File: config.mk
export PLATFORM = sky130hd
export DESIGN_NAME = pipeline_run_controller
export DESIGN_NICKNAME = d
export VERILOG_FILES = /design/src/rtl/mips_dbg_pkg.sv /design/src/rtl/pipeline_run_controller_sat_counter.sv /design/src/rtl/pipeline_run_controller.sv
export SDC_FILE = /design/constraint.sdc
export NUM_CORES = 1
export LEC_CHECK = 0
export CAP_MARGIN = 20
export CORE_ASPECT_RATIO = 0.6
export CORE_MARGIN = 1.5
export CORE_UTILIZATION = 40
export CTS_CLUSTER_DIAMETER = 150
export DETAILED_ROUTE_END_ITERATION = 8
export GPL_TIMING_DRIVEN = 0
export MAX_ROUTING_LAYER = met4
export PLACE_DENSITY = 0.75
export SLEW_MARGIN = 20
export SYNTH_ARGS = -nofsm -noshare
export SYNTH_HDL_FRONTEND = slang
export SYNTH_SLANG_ARGS = --single-unit
File: constraint.sdc
create_clock -name i_clk -period 1.9 [get_ports i_clk]
set_input_delay 0.38 -clock i_clk [delete_from_list [all_inputs] [get_ports i_clk]]
set_output_delay 0.38 -clock i_clk [all_outputs]
set_load 0.02 [all_outputs]
File: src/rtl/mips_dbg_pkg.sv
// Shared debugger definitions: command codes, run-controller state encoding,
// and the default HALT instruction encoding.
package mips_dbg_pkg;

  localparam logic [2:0] CMD_LOAD  = 3'd1;
  localparam logic [2:0] CMD_RUN   = 3'd2;
  localparam logic [2:0] CMD_STEP  = 3'd3;
  localparam logic [2:0] CMD_ABORT = 3'd4;

  localparam logic [31:0] HALT_INSTR_DEF = 32'hFFFF_FFFF;

  // Encoding is exported on o_state for debugger status reporting.
  typedef enum logic [2:0] {
    S_IDLE      = 3'd0,
    S_LOAD      = 3'd1,
    S_CLR       = 3'd2,
    S_RUN       = 3'd3,
    S_STEP_WAIT = 3'd4,
    S_STEP      = 3'd5,
    S_DRAIN     = 3'd6,
    S_DUMP      = 3'd7
  } run_state_t;

endpackage

File: src/rtl/pipeline_run_controller_sat_counter.sv
// Saturating up-counter with synchronous clear; clear has priority over enable.
module sat_counter #(
  parameter int CNT_W = 32
)(
  input  logic             i_clk,
  input  logic             i_rst,
  input  logic             clr_i,
  input  logic             en_i,
  output logic [CNT_W-1:0] cnt_o
);

  logic [CNT_W-1:0] cnt_q, cnt_d;

  always_comb begin
    cnt_d = cnt_q;
    if (clr_i)                   cnt_d = '0;
    else if (en_i && cnt_q != '1) cnt_d = cnt_q + CNT_W'(1);
  end

  always_ff @(posedge i_clk) begin
    if (i_rst) cnt_q <= '0;
    else       cnt_q <= cnt_d;
  end

  assign cnt_o = cnt_q;

endmodule

File: src/rtl/pipeline_run_controller.sv
// Run/step/halt sequencer for the debugger-attached MIPS pipeline; the core advances only on o_pipe_en.
// Optional watchdog enabled by defining PIPE_WATCHDOG_EN.
module pipeline_run_controller
  import mips_dbg_pkg::*;
#(
  parameter int              SIZE         = 32,
  parameter logic [SIZE-1:0] HALT_INSTR   = SIZE'(HALT_INSTR_DEF),
  parameter int              DRAIN_CYCLES = 4,
  parameter int              CNT_W        = 32,
  parameter int              WDOG_CYCLES  = 4096
)(
  input  logic             i_clk,
  input  logic             i_rst,
  input  logic             i_cmd_valid,
  input  logic [2:0]       i_cmd,
  output logic             o_cmd_ready,
  input  logic             i_load_done,
  input  logic [SIZE-1:0]  i_ifid_instr,
  input  logic             i_dump_done,
  output logic             o_pipe_en,
  output logic             o_core_rst,
  output logic             o_imem_wsel,
  output logic             o_dump_req,
  output logic             o_halted,
  output logic             o_timeout,
  output logic [CNT_W-1:0] o_cycle_cnt,
  output logic [2:0]       o_state
);

  localparam int             DW         = (DRAIN_CYCLES > 1) ? $clog2(DRAIN_CYCLES) : 1;
  localparam logic [DW-1:0]  DRAIN_LAST = DW'(DRAIN_CYCLES - 1);

`ifdef PIPE_WATCHDOG_EN
  localparam bit WDOG_ON = 1'b1;
`else
  localparam bit WDOG_ON = 1'b0;
`endif

  run_state_t    state_q, state_d;
  logic          step_mode_q, step_mode_d;
  logic [DW-1:0] drain_q, drain_d;
  logic          halted_q, halted_d;
  logic          timeout_q, timeout_d;
  logic          dump_first_q;
  logic          cmd_go, halt_seen, wdog_hit;

  assign cmd_go    = i_cmd_valid & o_cmd_ready;
  assign halt_seen = (i_ifid_instr == HALT_INSTR);
  // Fires on the pipe_en cycle whose edge brings the count to WDOG_CYCLES.
  assign wdog_hit  = WDOG_ON && (o_cycle_cnt == CNT_W'(WDOG_CYCLES - 1));

  always_comb begin
    state_d     = state_q;
    step_mode_d = step_mode_q;
    drain_d     = drain_q;
    halted_d    = halted_q;
    timeout_d   = timeout_q;
    case (state_q)
      S_IDLE: if (cmd_go) begin
        case (i_cmd)
          CMD_LOAD: begin state_d = S_LOAD; halted_d = 1'b0; end
          CMD_RUN:  begin state_d = S_CLR;  step_mode_d = 1'b0; end
          CMD_STEP: begin state_d = S_CLR;  step_mode_d = 1'b1; end
          default:  ;
        endcase
      end
      S_LOAD: if (i_load_done) state_d = S_IDLE;
      S_CLR: begin
        halted_d  = 1'b0;
        timeout_d = 1'b0;
        state_d   = step_mode_q ? S_STEP_WAIT : S_RUN;
      end
      // HALT beats both the watchdog and an abort arriving in the same cycle.
      S_RUN: begin
        if (halt_seen) begin
          state_d = S_DRAIN;
          drain_d = DRAIN_LAST;
        end else if (wdog_hit) begin
          timeout_d = 1'b1;
          state_d   = S_DUMP;
        end else if (i_cmd_valid && i_cmd == CMD_ABORT) begin
          state_d = S_DUMP;
        end
      end
      S_STEP_WAIT: begin
        if (halt_seen) begin
          state_d = S_DRAIN;
          drain_d = DRAIN_LAST;
        end else if (cmd_go && i_cmd == CMD_STEP) begin
          state_d = S_STEP;
        end else if (cmd_go && i_cmd == CMD_ABORT) begin
          state_d     = S_DUMP;
          step_mode_d = 1'b0;  // abort ends the stepping session
        end
      end
      S_STEP:  state_d = S_DUMP;
      S_DRAIN: begin
        if (drain_q == '0) begin
          halted_d = 1'b1;
          state_d  = S_DUMP;
        end else begin
          drain_d = drain_q - DW'(1);
        end
      end
      S_DUMP: if (i_dump_done) state_d = (step_mode_q && !halted_q) ? S_STEP_WAIT : S_IDLE;
      default: state_d = S_IDLE;
    endcase
  end

  always_ff @(posedge i_clk) begin
    if (i_rst) begin
      state_q      <= S_IDLE;
      step_mode_q  <= 1'b0;
      drain_q      <= '0;
      halted_q     <= 1'b0;
      timeout_q    <= 1'b0;
      dump_first_q <= 1'b0;
    end else begin
      state_q      <= state_d;
      step_mode_q  <= step_mode_d;
      drain_q      <= drain_d;
      halted_q     <= halted_d;
      timeout_q    <= timeout_d;
      dump_first_q <= (state_d == S_DUMP) && (state_q != S_DUMP);
    end
  end

  sat_counter #(.CNT_W(CNT_W)) u_cycle_cnt (
    .i_clk (i_clk),
    .i_rst (i_rst),
    .clr_i (state_q == S_CLR),
    .en_i  (o_pipe_en),
    .cnt_o (o_cycle_cnt)
  );

  assign o_pipe_en   = (state_q == S_RUN) || (state_q == S_STEP) || (state_q == S_DRAIN);
  assign o_core_rst  = (state_q == S_CLR);
  assign o_imem_wsel = (state_q == S_LOAD);
  assign o_cmd_ready = ((state_q == S_IDLE) || (state_q == S_STEP_WAIT)) && !i_rst;
  assign o_dump_req  = (state_q == S_DUMP) && dump_first_q;
  assign o_halted    = halted_q;
  assign o_timeout   = timeout_q;
  assign o_state     = state_q;

endmodule
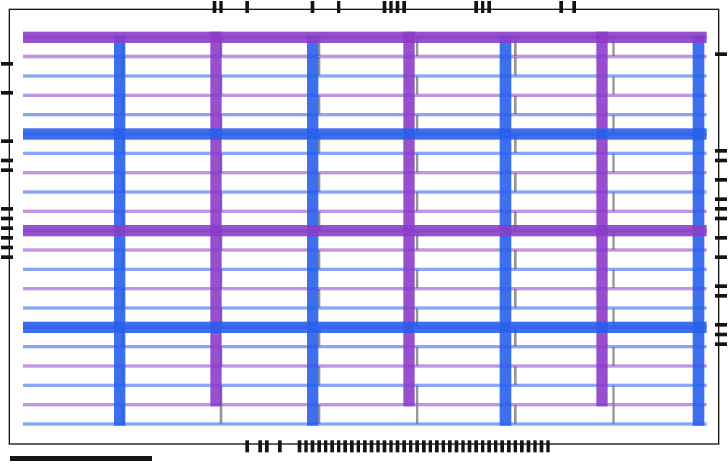
Fig. 1. Floorplan with the power grid (run 1).
Bar = 20 um. Pins as bars on the die edge. Tap cells in gray.
- blue: VSS
- purple: VDD
- met1 rails: 21
- met5 straps: 4
- signal pins: 82
- rows: 20
die span in x: 99.6 um
placeable core region: 5230 um^2
Die Span Y: 60.9 um

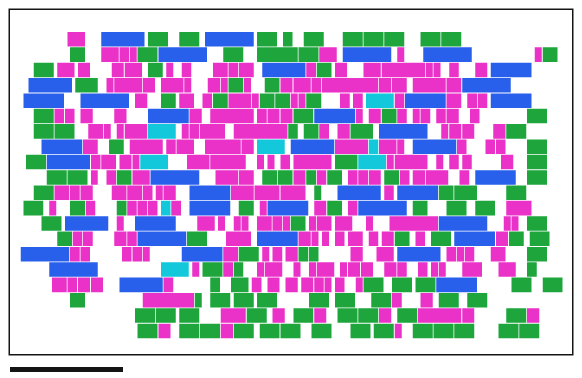
Fig. 2. Cells colored by class (run 1).
Bar = 20 um.
- magenta: all other logic (cells 235; share of their area 44%)
- cyan: clock drivers and dummy loads (cells 8; share of their area 2.5%)
- green: other buffers and delay cells (cells 120; share of their area 30%)
- blue: flops (cells 40; share of their area 24%)
flop share of the area: 0.232
FP Rows: 20
final design utilization: 0.711
summed area of non-filler cells in the final layout: 3720 um^2

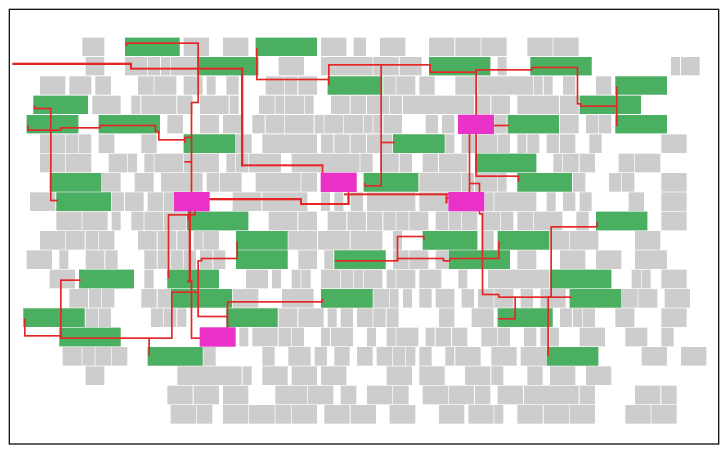
Fig. 3. Clock network drawn from the DEF (run 1).
- green: flip-flops (count 40)
- magenta: cells driving clock nets (count 5)
- red: clock wires (length 534 um)
- routed clock nets: 6

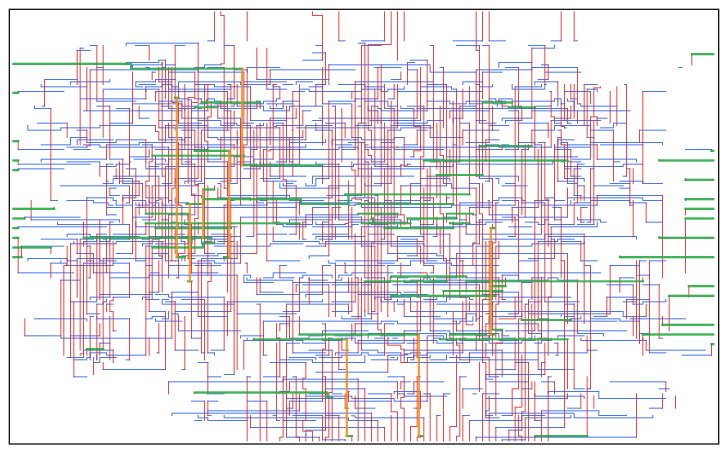
Fig. 4. Metal layers overlaid (run 1).
- red: met2 (wire length 3,610 um)
- green: met3 (wire length 534 um)
- blue: met1 (wire length 3,920 um)
- orange: met4 (wire length 112 um)
routed length per instance: 17.4 um
WL final: 8170 um
total number of vias: 2,757

==> run 1: cell families after synthesis <==
| family | Yosys count | synth area share |
|---|---|---|
| buf+inv | 26 | 0.0492 |
| mux | 1 | 0.00447 |
| simple gates | 132 | 0.338 |
| other cells | 1 | 0.00168 |
| fa+ha+maj | 2 | 0.0112 |
| compound gates | 81 | 0.222 |
| xor+xnor | 4 | 0.0157 |
| flops | 40 | 0.358 |
==> run 1: routing by layer <==
| metal | global-route usage | up-vias | routed length [um] |
|---|---|---|---|
| met5 | - | - | 0 |
| met4 | 0.0563 | 0 | 111 |
| met3 | 0.0588 | 17 | 533 |
| li1 | - | 1310 | - |
| met2 | 0.394 | 112 | 3610 |
| met1 | 0.371 | 1318 | 3920 |
==> run 1: worst paths after layout <==
path | start | end | slack [ns] | cells past startpoint
worst max register to register | u_cycle_cnt.cnt_o[24] | u_cycle_cnt.cnt_o[31] | -0.16 | 5
worst min-delay path | i_rst | o_state[0] | 0.49 | 2
worst max-delay path | u_cycle_cnt.cnt_o[24] | u_cycle_cnt.cnt_o[31] | -0.16 | 5
worst min register to register | u_cycle_cnt.cnt_o[25] | u_cycle_cnt.cnt_o[25] | 0.49 | 2
==> run 1: registers in the layout, summed over array words and instances, names as in the netlist <==
name               flops
drain_q                2
step_mode_q            1
dump_first_q           1
u_cycle_cnt.cnt_o     32
o_state                3
o_halted               1
==> run 1: worst register-to-register path: cells and delay by family, from the launching register on <==
kind | cells | cell delay (ns)
AOI/OAI and AO/OA | 1 | 0.19
DFF | 1 | 0.38
and+or+nand+nor | 4 | 1.43
==> run 1: cell type report <==
cell class              instances  share of cell area
inverters                      14              0.0141
plain buffers                  12              0.0225
well taps                      66              0.0222
repair buffers                108               0.269
clock buffers                   6              0.0222
multi-input cells             221               0.416
flip-flops and latches         40               0.232
clock inverters                 2             0.00269
==> results.txt, run 1 <==
The flow run is done. Number of global-route vias before repair landed at about 2,400. The final reports fail on negative setup slack. Placer's final routability congestion estimate landed at just under 1. The script computed the net switching share of total power as 0.234.

Share of flip-flops with an asynchronous set or reset after synthesis landed at 0. Yosys instantiated no cell more often than sky130_fd_sc_hd__dfxtp_1. Critical path required time landed at around 2.1 ns. Number of enable-type register cells in the synthesized netlist landed at 0. The flow ran to the end, but the final reports show violations. Post-CTS setup repair buffer count landed at 16. The global routing report lists combined usage of all routing layers as 0.265. Summing all flip-flop and latch instances after layout gives between 800 and 900 um^2.

Power per standard cell area landed at approximately 420 nW/um^2. Combinational-cell power consumption landed at roughly 0.15 mW. After clock tree synthesis, the repair step resized 39 gates. The final timing report gives a worst setup slack of -0.163 ns. Warnings reported by Yosys during synthesis add up to 0. Post-route antenna net violation count landed at 0. The final layout report lists a filler cell count of 400.

Total I/O pin count landed at approximately 80. Portion of total power attributed to sequential cells landed at 0.524. Post-synthesis cell area landed at around 2200 um^2. The clock passes through at most 2 buffers. Averaged over all synthesized cells, the footprint is between 7 and 8 um^2. Slew at the pin closest to its max-slew limit landed at ~0.55 ns.

Starting density of the core landed at 0.428. The cell family contributing the most delay on the critical path is simple AND/OR/NAND/NOR gates. Number of placed instances, taps included landed at around 430. Ratio of final minimum period to clock period landed at 1.09. For this design, the slowest cell found on the critical path is sky130_fd_sc_hd__or4_4.

For this run, the post-layout net count is between 400 and 500. Detailed-routing iteration count for the pre-antenna-repair pass landed at 5. Count of endpoints failing setup in the final report landed at 12. Looking at the clock tree report, the H-tree level count equals 2.

The slew check shows that the tightest pin keeps a relative margin of 0.631. Setup repair after global routing could not meet its margin everywhere.
Fig. 5: run 1, congestion heat map
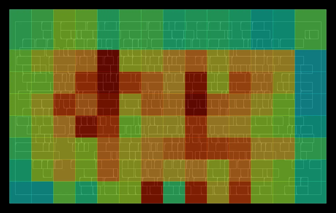

--- run 2 (diff from run 1) ---
CELL_PAD_IN_SITES_DETAIL_PLACEMENT = 1   (was unset)
CELL_PAD_IN_SITES_GLOBAL_PLACEMENT = 1   (was unset)
CORE_UTILIZATION = 28   (was 40)
PLACE_DENSITY = 0.74   (was 0.75)
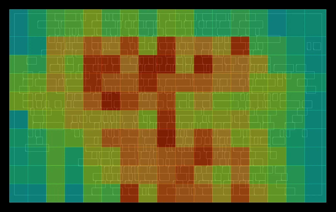
Fig. 6. Congestion heat map (run 2).
routed length per instance: 20.1 um
met1 track utilization from global routing: 0.298

==> run 2 against run 1 <==
  * The run still ends with negative setup slack left
  * Wire length rose by 27%
  * Synthesized area stayed put
  * Synthesized cell count unchanged
  * Clock skew rose by 0.0035 ns
  * Maximum frequency grew 2.1%
  * Critical path depth is 2 higher
  * Sequential cell count unchanged
  * Critical path type unchanged
  * Critical endpoint is now u_cycle_cnt.cnt_o[26]
  * Largest cell class unchanged
  * Highest routed layer unchanged
==> results.txt, run 2 <==
The flow run is done. The sum of met2 wire segment lengths after detailed routing is 4840 um (was 3610 um). Outcome: finished, violations left (unchanged). The total wire length came to 10,400 um (was 8170 um). Portion of total power attributed to sequential cells landed at 0.395 (was 0.524). Number of warnings printed during yosys synthesis landed at 0 (unchanged). Number of sequential cells in the layout landed at 40 (unchanged).

The sequential fraction of total cell area was 0.215 (was 0.232). Setup repair after global routing missed its margin: yes (unchanged). The post-route antenna net violation count is 0 (unchanged). The global routing usage on met3 came to 0.0456 (was 0.0588).

Non-clock buffer count in the final layout landed at 126 (was 120). Area of the core region landed at 7820 um^2 (was 5230 um^2). The vias after detailed routing is 2,899 (was 2,757). The count of endpoints failing setup in the final report was 22 (was 12).

Share of flip-flops with an asynchronous set or reset after synthesis landed at 0 (unchanged). The category of cells accounting for the largest share of critical-path delay is simple AND/OR/NAND/NOR gates (unchanged). The number of placed instances, taps included came to 474 (was 432).

Violated checks: negative setup slack (unchanged). The maximum buffer depth of the clock tree is 2 (unchanged). The detailed-routing iteration count for the pre-antenna-repair pass is 4 (was 5).

Number of H-tree branching levels landed at 2 (unchanged). The most used standard cell by instance count after synthesis is sky130_fd_sc_hd__dfxtp_1 (unchanged). Tapcell count landed at 108 (was 66). The top layer used by detailed routing was met4 (unchanged). Final worst-path setup slack landed at -0.120 ns (was -0.163 ns). Die span in x landed at 118 um (was 99.6 um). Net count reported at finish landed at 450 (was 444). The total I/O pin count was 82 (unchanged).

Post-CTS setup repair buffer count landed at 19 (was 16). Flip-flop count of the largest register, all copies and words added landed at 32 (unchanged). The detailed route wirelength on metal3 was 476 um (was 533 um). Starting density of the core landed at 0.286 (was 0.428). Inverter count of the layout excluding clock inverters landed at 14 (unchanged).

The clock-cell share of area is 0.0473 (was 0.0249). Global-route track usage on met2 landed at 0.327 (was 0.394). Logic share of the area landed at 0.407 (was 0.416). The slew at the pin closest to its max-slew limit was 0.503 ns (was 0.546 ns). Layout buffering overhead excluding clock cells landed at 0.284 (was 0.292). The total number of placement rows was 25 (was 20). Placer's final routability congestion estimate landed at 0.880 (was 0.962).
[run 2: cell counts after synthesis]
No cell type changed its count.
[run 2: kinds of logic after synthesis]
| family | count (synthesis) | share of synthesized area |
|---|---|---|
| other | 1 | 0.00168 |
| adder cells (fa/ha/maj) | 2 | 0.0112 |
| multiplexers | 1 | 0.00447 |
| buffers and inverters | 26 | 0.0492 |
| XOR/XNOR | 4 | 0.0157 |
| AND/OR/NAND/NOR | 132 | 0.338 |
| flip-flops | 40 | 0.358 |
| AND-OR/OR-AND | 81 | 0.222 |
[run 2: path summary, 6_finish.rpt]
path | slack (ns) | endpoint | start | cells past startpoint
worst max-delay path | -0.12 | u_cycle_cnt.cnt_o[26] | u_cycle_cnt.cnt_o[3] | 7
worst min-delay path | 0.49 | u_cycle_cnt.cnt_o[26] | u_cycle_cnt.cnt_o[26] | 2
worst max register to register | -0.12 | u_cycle_cnt.cnt_o[26] | u_cycle_cnt.cnt_o[3] | 7
worst min register to register | 0.49 | u_cycle_cnt.cnt_o[26] | u_cycle_cnt.cnt_o[26] | 2
[run 2: stage by stage]
| stage | area (um^2) | total power, mW | hold slack [ns] | worst slack [ns] | util |
|---|---|---|---|---|---|
| floorplan | 2290 | 0.897 | 0.485 | -0.0786 | - |
| detailed placement | 3220 | 0.998 | 0.484 | -0.602 | 0.412 |
| CTS | 3650 | 2.09 | 0.495 | -0.103 | 0.467 |
| global route | 3990 | 2.16 | 0.513 | -0.200 | 0.511 |
| global placement | 3220 | 0.994 | 0.474 | -0.597 | 0.412 |
| finish | 3990 | 2.09 | 0.495 | -0.120 | 0.511 |
[run 2: worst register-to-register path, delay by kind of cell (launching register included)]
| kind | cells | cell delay, ns |
|---|---|---|
| compound gates | 1 | 0.13 |
| buf+inv | 2 | 0.39 |
| flops | 1 | 0.38 |
| simple gates | 4 | 1.05 |
--- run 3 (diff from run 2) ---
HOLD_SLACK_MARGIN = 0.1   (was unset)
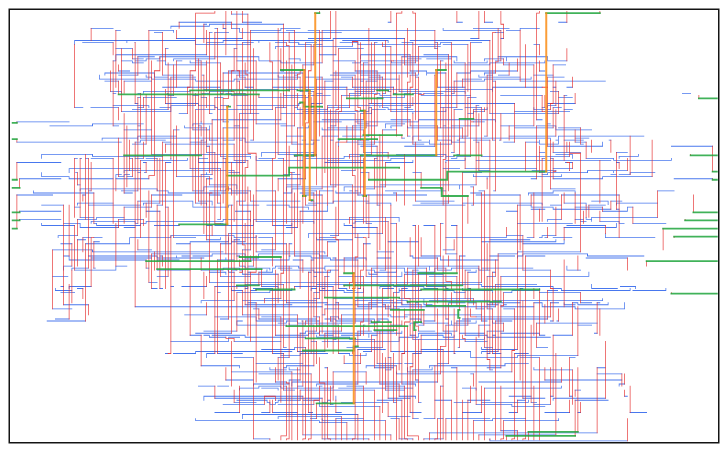
Fig. 7. Metal layers overlaid (run 3).
- orange: met4 (wire length 160 um)
- blue: met1 (wire length 4,900 um)
- red: met2 (wire length 4,840 um)
- green: met3 (wire length 476 um)

==> run 3 against run 2 <==
  * The flow still finishes with violations (negative setup slack)
  * Non-clock buffer count stayed put
  * Combinational power hardly changed
  * Maximum frequency unchanged
  * Count of clock-buffer cells in the layout is the same
  * Clock power about the same
  * Register-to-register slack hardly changed
  * First-iteration DRC count is the same
  * Critical path depth unchanged
  * Synthesized area is the same
  * Largest cell class unchanged
==> results.txt, run 3 <==
The flow run is done. The clock-cell share of area came to 0.0473 (unchanged). Wire length the detailed router placed on met1 landed at 4900 um (unchanged). The critical path required time came to 2.11 ns (about the same). The total I/O pin count was 82 (unchanged). Multi-input gate count landed at 221 (unchanged). The top layer used by detailed routing is met4 (unchanged). Violated checks: negative setup slack (unchanged). The number of gates on the worst path with buffers counted was 7 (unchanged).

The count of endpoints failing setup in the final report is 22 (unchanged). Final worst-path setup slack landed at -0.120 ns (unchanged). The category of cells accounting for the largest share of critical-path delay was simple AND/OR/NAND/NOR gates (unchanged). Non-clock buffer count in the final layout landed at 126 (unchanged).

Ratio of final minimum period to clock period landed at 1.06 (unchanged). The placer's final routability congestion estimate came to 0.880 (unchanged). Global routing usage on met3 landed at 0.0456 (unchanged).

Total number of placement rows landed at 25 (unchanged). The number of enable-type register cells in the synthesized netlist came to 0 (unchanged). The post-synthesis cell area is 2240 um^2 (unchanged).

The AND-OR/OR-AND share of the synthesized area came to 0.222 (unchanged). The critical-path cell with the highest stage delay is sky130_fd_sc_hd__or4b_4 (unchanged). Share of flip-flops with an asynchronous set or reset after synthesis landed at 0 (unchanged). Starting density of the core landed at 0.286 (unchanged).

Number of warnings printed during yosys synthesis landed at 0 (unchanged). Setup repair after global routing missed its margin: yes (unchanged). Xor/xnor cell area share of the yosys netlist landed at 0.0157 (unchanged).

Detailed-route wire length per cell landed at 20.1 um (unchanged). The slew at the pin closest to its max-slew limit was 0.503 ns (unchanged). Worst reg-to-reg path cell count landed at 7 (unchanged).

The worst flop-to-flop path startpoint is u_cycle_cnt.cnt_o[3] (unchanged). The relative max-transition margin came to 0.665 (unchanged). Outcome: finished, violations left (unchanged).

Total wire length landed at 10,400 um (unchanged). Maximum buffer depth of the clock tree landed at 2 (unchanged). The inverter count of the layout excluding clock inverters came to 14 (unchanged). The mean area per synthesized cell is 7.80 um^2 (unchanged).

The sum of internal, switching and leakage power was 2.09 mW (unchanged). Area of the core region landed at 7820 um^2 (unchanged). Detailed route wirelength on metal3 landed at 476 um (unchanged). Number of fillers in the final layout landed at 917 (unchanged). The capturing point of the worst reg2reg path is u_cycle_cnt.cnt_o[26] (unchanged). The sum of met2 wire segment lengths after detailed routing was 4840 um (unchanged).

Detailed-routing iteration count for the pre-antenna-repair pass landed at 4 (unchanged). The logic share of the area was 0.407 (unchanged).
==> run 3: cell counts in the layout (fill, tap and decap cells not counted) <==
Identical to the previous run, type by type.
==> run 3: worst min-delay path by stage <==
stage | cells after the start | endpoint | slack [ns] | from
floorplan | 2 | drain_q[0] | 0.49 | drain_q[0]
global route | 2 | u_cycle_cnt.cnt_o[26] | 0.51 | u_cycle_cnt.cnt_o[26]
global placement | 2 | u_cycle_cnt.cnt_o[6] | 0.47 | u_cycle_cnt.cnt_o[6]
CTS | 2 | o_state[0] | 0.50 | i_rst
detailed placement | 2 | u_cycle_cnt.cnt_o[6] | 0.48 | u_cycle_cnt.cnt_o[6]
finish | 2 | u_cycle_cnt.cnt_o[26] | 0.49 | u_cycle_cnt.cnt_o[26]
==> run 3: tightest hold or removal path: stages, from the launching register on <==
cell,delay [ns]
sky130_fd_sc_hd__dfxtp_2,0.34
sky130_fd_sc_hd__o41ai_2,0.06
sky130_fd_sc_hd__a21oi_2,0.05
==> run 3: stage by stage <==
step / setup TNS, ns / hold slack, ns / area, um^2 / instances / utilization
after floorplan: -0.0786 / 0.485 / 2290 / 287 / -
after global placement: -4.74 / 0.474 / 3220 / 474 / 0.412
after detailed placement: -6.49 / 0.484 / 3220 / 474 / 0.412
after CTS: -0.548 / 0.495 / 3650 / 501 / 0.467
after global routing: -3.23 / 0.513 / 3990 / 517 / 0.511
final: -1.23 / 0.495 / 3990 / 517 / 0.511
==> run 3: power breakdown <==
group | internal (mW) | switching [mW] | total (mW)
clock network | 0.754 | 0.357 | 1.11
registers | 0.824 | 0.00219 | 0.826
logic | 0.0931 | 0.0621 | 0.155
total | 1.67 | 0.421 | 2.09
No activity file was given, so power comes from the tool's default toggle rates.
